File: config.mk
export PLATFORM = sky130hd
export DESIGN_NAME = fmap_reader
export DESIGN_NICKNAME = d
export VERILOG_FILES = /design/src/rtl/conv_pkg.sv /design/src/rtl/sync_fifo.sv /design/src/rtl/fmap_reader.sv
export SDC_FILE = /design/constraint.sdc
export NUM_CORES = 1
export LEC_CHECK = 0
export ABC_AREA = 1
export CAP_MARGIN = 20
export CORE_MARGIN = 1
export CORE_UTILIZATION = 59
export CTS_BUF_LIST = sky130_fd_sc_hd__clkbuf_4 sky130_fd_sc_hd__clkbuf_8
export DETAILED_ROUTE_END_ITERATION = 6
export HOLD_SLACK_MARGIN = 0.1
export PLACE_DENSITY_LB_ADDON = 0.1
export SLEW_MARGIN = 20
export SYNTH_ARGS = -nofsm -noshare
export SYNTH_HDL_FRONTEND = slang
export SYNTH_SLANG_ARGS = --single-unit
File: constraint.sdc
create_clock -name clk -period 4.85 [get_ports clk]
set_input_delay 1.2125 -clock clk [delete_from_list [all_inputs] [get_ports clk]]
set_output_delay 1.2125 -clock clk [all_outputs]
set_load 0.02 [all_outputs]
File: src/rtl/conv_pkg.sv
// Shared definitions for the convolution datapath: reader FSM states, feature-map
// sizing and the int8 requantization applied to 32-bit accumulators.
package conv_pkg;

    typedef enum logic [1:0] {
        IDLE  = 2'd0,
        READ  = 2'd1,
        DRAIN = 2'd2,
        DONE  = 2'd3
    } fmap_state_t;

    localparam int ACC_W = 32;
    localparam int PIX_W = 8;

    // Number of accumulator words produced by one pass over a mapsize x mapsize input
    // with a 5x5 valid convolution.
    function automatic int fmap_words(input int mapsize);
        return (mapsize - 4) * (mapsize - 4);
    endfunction

    // Bias add, optional ReLU, arithmetic right shift, saturate to int8.
    // Everything is done in 33 bits so that acc + bias can never wrap.
    function automatic logic signed [PIX_W-1:0] requant8(
        input logic signed [ACC_W-1:0] acc,
        input logic signed [ACC_W-1:0] bias,
        input logic        [4:0]       shift,
        input logic                    relu
    );
        logic signed [ACC_W:0] s;
        logic signed [ACC_W:0] q;
        s = $signed({acc[ACC_W-1], acc}) + $signed({bias[ACC_W-1], bias});
        if (relu && s[ACC_W]) begin
            s = '0;
        end
        q = s >>> shift;
        if (q > 33'sd127) begin
            return 8'sd127;
        end else if (q < -33'sd128) begin
            return -8'sd128;
        end else begin
            return q[PIX_W-1:0];
        end
    endfunction

endpackage

File: src/rtl/sync_fifo.sv
// Small synchronous FIFO with a registered head word: dout always shows the oldest
// entry (0 when empty) straight from a flop, so downstream sees a clean output.
module sync_fifo #(
    parameter  int WIDTH = 8,
    parameter  int DEPTH = 4,
    localparam int PTR_W = $clog2(DEPTH),
    localparam int CNT_W = $clog2(DEPTH + 1)
) (
    input  logic             clk,
    input  logic             rst,
    input  logic             push,
    input  logic [WIDTH-1:0] din,
    input  logic             pop,
    output logic [WIDTH-1:0] dout,
    output logic [CNT_W-1:0] count,
    output logic             full,
    output logic             empty
);

    logic [WIDTH-1:0] mem [DEPTH];
    logic [PTR_W-1:0] wr_ptr_q;
    logic [PTR_W-1:0] rd_ptr_q;
    logic [PTR_W-1:0] rd_ptr_d;
    logic [CNT_W-1:0] count_q;
    logic [CNT_W-1:0] count_d;
    logic [CNT_W-1:0] kept;
    logic [WIDTH-1:0] dout_q;
    logic [WIDTH-1:0] head_d;
    logic             do_push;
    logic             do_pop;

    assign empty   = (count_q == '0);
    assign full    = (count_q == CNT_W'(DEPTH));
    assign do_push = push && !full;
    assign do_pop  = pop && !empty;
    assign count   = count_q;
    assign dout    = dout_q;

    // Next pointer/count and the word that will sit at the head next cycle.
    always_comb begin
        // NOTE: every signal written here gets a default first, so no path leaves it unassigned and no latch is inferred.
        rd_ptr_d = rd_ptr_q;
        count_d  = count_q;
        kept     = count_q;
        head_d   = dout_q;
        if (do_pop) begin
            rd_ptr_d = rd_ptr_q + PTR_W'(1);
            kept     = count_q - CNT_W'(1);
        end
        count_d = kept + CNT_W'(do_push);
        if (count_d == '0) begin
            head_d = '0;
        end else if (kept == '0) begin
            // Nothing older survives this cycle, so the word being pushed becomes the head.
            head_d = din;
        end else begin
            head_d = mem[rd_ptr_d];
        end
    end

    // Storage write port.
    always_ff @(posedge clk) begin
        // NOTE: the storage array is deliberately not reset; empty/count gate its contents, and leaving it out keeps it mappable to LUT RAM.
        if (do_push) begin
            mem[wr_ptr_q] <= din;
        end
    end

    // Pointers, occupancy and registered head word.
    always_ff @(posedge clk) begin
        // NOTE: state is updated with non-blocking assignments so every flop samples pre-edge values, independent of statement order.
        if (rst) begin
            wr_ptr_q <= '0;
            rd_ptr_q <= '0;
            count_q  <= '0;
            dout_q   <= '0;
        end else begin
            if (do_push) begin
                wr_ptr_q <= wr_ptr_q + PTR_W'(1);
            end
            rd_ptr_q <= rd_ptr_d;
            count_q  <= count_d;
            dout_q   <= head_d;
        end
    end

endmodule

File: src/rtl/fmap_reader.sv
// Reads one finished accumulator feature map out of the result BRAM in raster order,
// requantizes each word to int8 and streams the pixels out over valid/ready.
// Reads are only issued when the output FIFO has room for them (credit check), so
// backpressure simply pauses the BRAM reads and nothing is ever dropped.
module fmap_reader
    import conv_pkg::*;
#(
    parameter int MAPSIZE    = 32,
    parameter int FIFO_DEPTH = 4
) (
    input  logic                                              clk,
    input  logic                                              rst,
    input  logic                                              start,
    input  logic signed [31:0]                                bias,
    input  logic        [4:0]                                 shift,
    input  logic                                              relu_en,
    output logic                                              mem_rd_en,
    output logic        [$clog2((MAPSIZE-4)*(MAPSIZE-4))-1:0] mem_rd_addr,
    input  logic signed [31:0]                                mem_rd_data,
    output logic signed [7:0]                                 pixel_out,
    output logic                                              pixel_valid,
    input  logic                                              pixel_ready,
    output logic                                              busy,
    output logic                                              all_done
);

    localparam int WORDS  = fmap_words(MAPSIZE);
    localparam int ADDR_W = $clog2(WORDS);
    localparam int OUT_W  = $clog2(WORDS + 1);
    localparam int CNT_W  = $clog2(FIFO_DEPTH + 1);

    localparam logic [ADDR_W-1:0] LAST_ADDR = ADDR_W'(WORDS - 1);
    localparam logic [OUT_W-1:0]  OUT_TOTAL = OUT_W'(WORDS);

    fmap_state_t state_q;
    fmap_state_t state_d;

    logic [ADDR_W-1:0] rd_ctr_q;     // next address to read
    logic [OUT_W-1:0]  out_ctr_q;    // pixels transferred downstream
    logic [1:0]        inflight_q;   // reads issued but not yet pushed into the FIFO
    logic              rd_pend_q;    // a read was issued last cycle: its data is on mem_rd_data now

    logic              start_accept;
    logic              credit_ok;
    logic              issue;
    logic              xfer;

    logic              fifo_push;
    logic [7:0]        fifo_din;
    logic [7:0]        fifo_dout;
    logic [CNT_W-1:0]  fifo_count;
    logic              fifo_full;
    logic              fifo_empty;

    // Reads in flight already own a FIFO slot, so they count against the free space.
    assign credit_ok    = (int'(fifo_count) + int'(inflight_q)) < FIFO_DEPTH;
    assign start_accept = (state_q == IDLE) && start;
    assign issue        = (state_q == READ) && credit_ok;
    assign xfer         = pixel_valid && pixel_ready;

    // The BRAM answers one cycle after the read; requantize that word and push it.
    assign fifo_push = rd_pend_q;
    assign fifo_din  = requant8(mem_rd_data, bias, shift, relu_en);

    sync_fifo #(
        .WIDTH (8),
        .DEPTH (FIFO_DEPTH)
    ) u_fifo (
        .clk   (clk),
        .rst   (rst),
        .push  (fifo_push),
        .din   (fifo_din),
        .pop   (xfer),
        .dout  (fifo_dout),
        .count (fifo_count),
        .full  (fifo_full),
        .empty (fifo_empty)
    );

    assign pixel_out   = $signed(fifo_dout);
    assign pixel_valid = !fifo_empty;
    assign mem_rd_addr = rd_ctr_q;

    // FSM state register.
    always_ff @(posedge clk) begin
        if (rst) begin
            state_q <= IDLE;
        end else begin
            state_q <= state_d;
        end
    end

    // FSM next-state logic.
    always_comb begin
        state_d = state_q;
        unique case (state_q)
            IDLE: begin
                if (start) begin
                    state_d = READ;
                end
            end
            READ: begin
                if (issue && (rd_ctr_q == LAST_ADDR)) begin
                    state_d = DRAIN;
                end
            end
            DRAIN: begin
                if ((inflight_q == 2'd0) && fifo_empty && (out_ctr_q == OUT_TOTAL)) begin
                    state_d = DONE;
                end
            end
            DONE: begin
                state_d = IDLE;
            end
            default: begin
                state_d = IDLE;
            end
        endcase
    end

    // FSM outputs.
    always_comb begin
        mem_rd_en = 1'b0;
        busy      = 1'b0;
        all_done  = 1'b0;
        unique case (state_q)
            READ: begin
                mem_rd_en = credit_ok;
                busy      = 1'b1;
            end
            DRAIN: begin
                busy = 1'b1;
            end
            DONE: begin
                all_done = 1'b1;
            end
            default: begin
                mem_rd_en = 1'b0;
            end
        endcase
    end

    // Read address, transfer count and read-pipeline tracking.
    always_ff @(posedge clk) begin
        if (rst) begin
            rd_ctr_q   <= '0;
            out_ctr_q  <= '0;
            inflight_q <= '0;
            rd_pend_q  <= 1'b0;
        end else begin
            if (start_accept) begin
                rd_ctr_q <= '0;
            end else if (issue) begin
                rd_ctr_q <= rd_ctr_q + ADDR_W'(1);
            end

            if (start_accept) begin
                out_ctr_q <= '0;
            end else if (xfer) begin
                out_ctr_q <= out_ctr_q + OUT_W'(1);
            end

            inflight_q <= inflight_q + 2'(issue) - 2'(rd_pend_q);
            rd_pend_q  <= issue;
        end
    end

endmodule

Power grid:
The bar under the picture is 20 um long. Pins as bars on the die edge. Tap cells in gray.
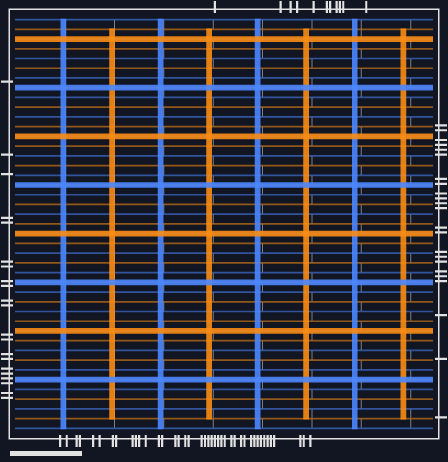
- VSS: blue
- VDD: orange
- signal pins: 96
- rows: 42
- tap cells: 176
- met1 rails: 43
peak supply drop: 0.000164 V
die width: 120 um
Core Region: 13300 um2
die span in y: 120 um

Cells colored by class:
The bar under the picture is 20 um long.
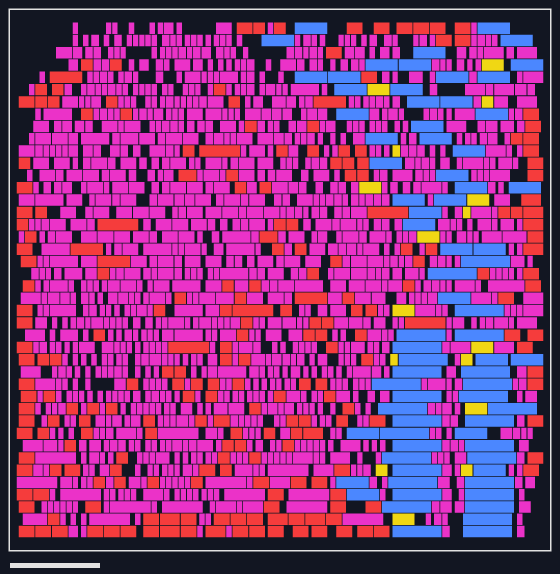
- registers: blue (cells 72; share of their area 16%)
- clock drivers and dummy loads: yellow (cells 16; share of their area 1.5%)
- remaining logic cells: magenta (cells 1264; share of their area 64%)
- remaining buffers and delay cells: red (cells 228; share of their area 19%)
Cell Rows: 42
fin util: 86.1%
Seq area share: 15.3%
post-route cell area: 11500 um2

## critical path: stages
cell and delay [ns]:
clkdlybuf4s50_1 0.41, ha_1 0.37, nand2_1 0.20, inv_1 0.08
a21oi_1 0.19, buf_4 0.14, o21bai_1 0.09, inv_1 0.10
nand2_1 0.08, nand2_1 0.10, nand2_1 0.12, inv_1 0.24
nand3_2 0.21, nand3_2 0.16, nand3_2 0.13, nand3_2 0.14
nand3_2 0.13, nand2_1 0.11, nand3_1 0.09, nor2_2 0.13
nand2_1 0.07, nor2_2 0.12, nand2_2 0.08, nand3_4 0.13
buf_12 0.15, nand2_1 0.09
## what timing repair did
action                     CTS  global route
buffers inserted             0            10
gates resized                1           225
cloned                       0             8
setup endpoints to repair   35            35
pin swaps                    0            64
==> results.ini <==
[power]
fin_total_pwr_w=0.00312
power_top_consumer=combinational logic
p_int_w=0.00168

[setup_path]
r2r_slack_ns=2.23
cp-endpoint=u_fifo.mem[0][1]
startpoint=bias[12]
critPathCaptureType=flop

[layout]
final_cells=1756
n_clock_buffer=12
dominant_cells=combinational gates
layout_top_cell=nand2_1
bufAreaShareNonClock_pct=18.7

[synthesis]
top_cell=nand2_1
top_cells_by_count=nand2_1, nand3_1, inv_1
edf_count=32
ys_cells=1382
syn_area_um2=8170
ys_top_cells_by_area=nand2_1, nand3_1, edfxtp_1, dfxtp_1, inv_1
synthFlopType=dfxtp_1

[flow_run]
warnings=35

[worst_hold_path]
hold_path_end=out_ctr_q[2]

[drt]
first_iter_violations=1482
drc=12

[status]
violations=design-rule violations, negative setup slack
status=complete, but fails checks

[timing]
finalCritPeriodShare_pct=103
fin_ws_ns=-0.124
setup_viol=35

[placed_design]
place_hpwl_um=18800

[grt]
grt_use_met2_pct=60.3

[clocking]
cts_buffers=9

[floorplanning]
dieArea_um2=14300

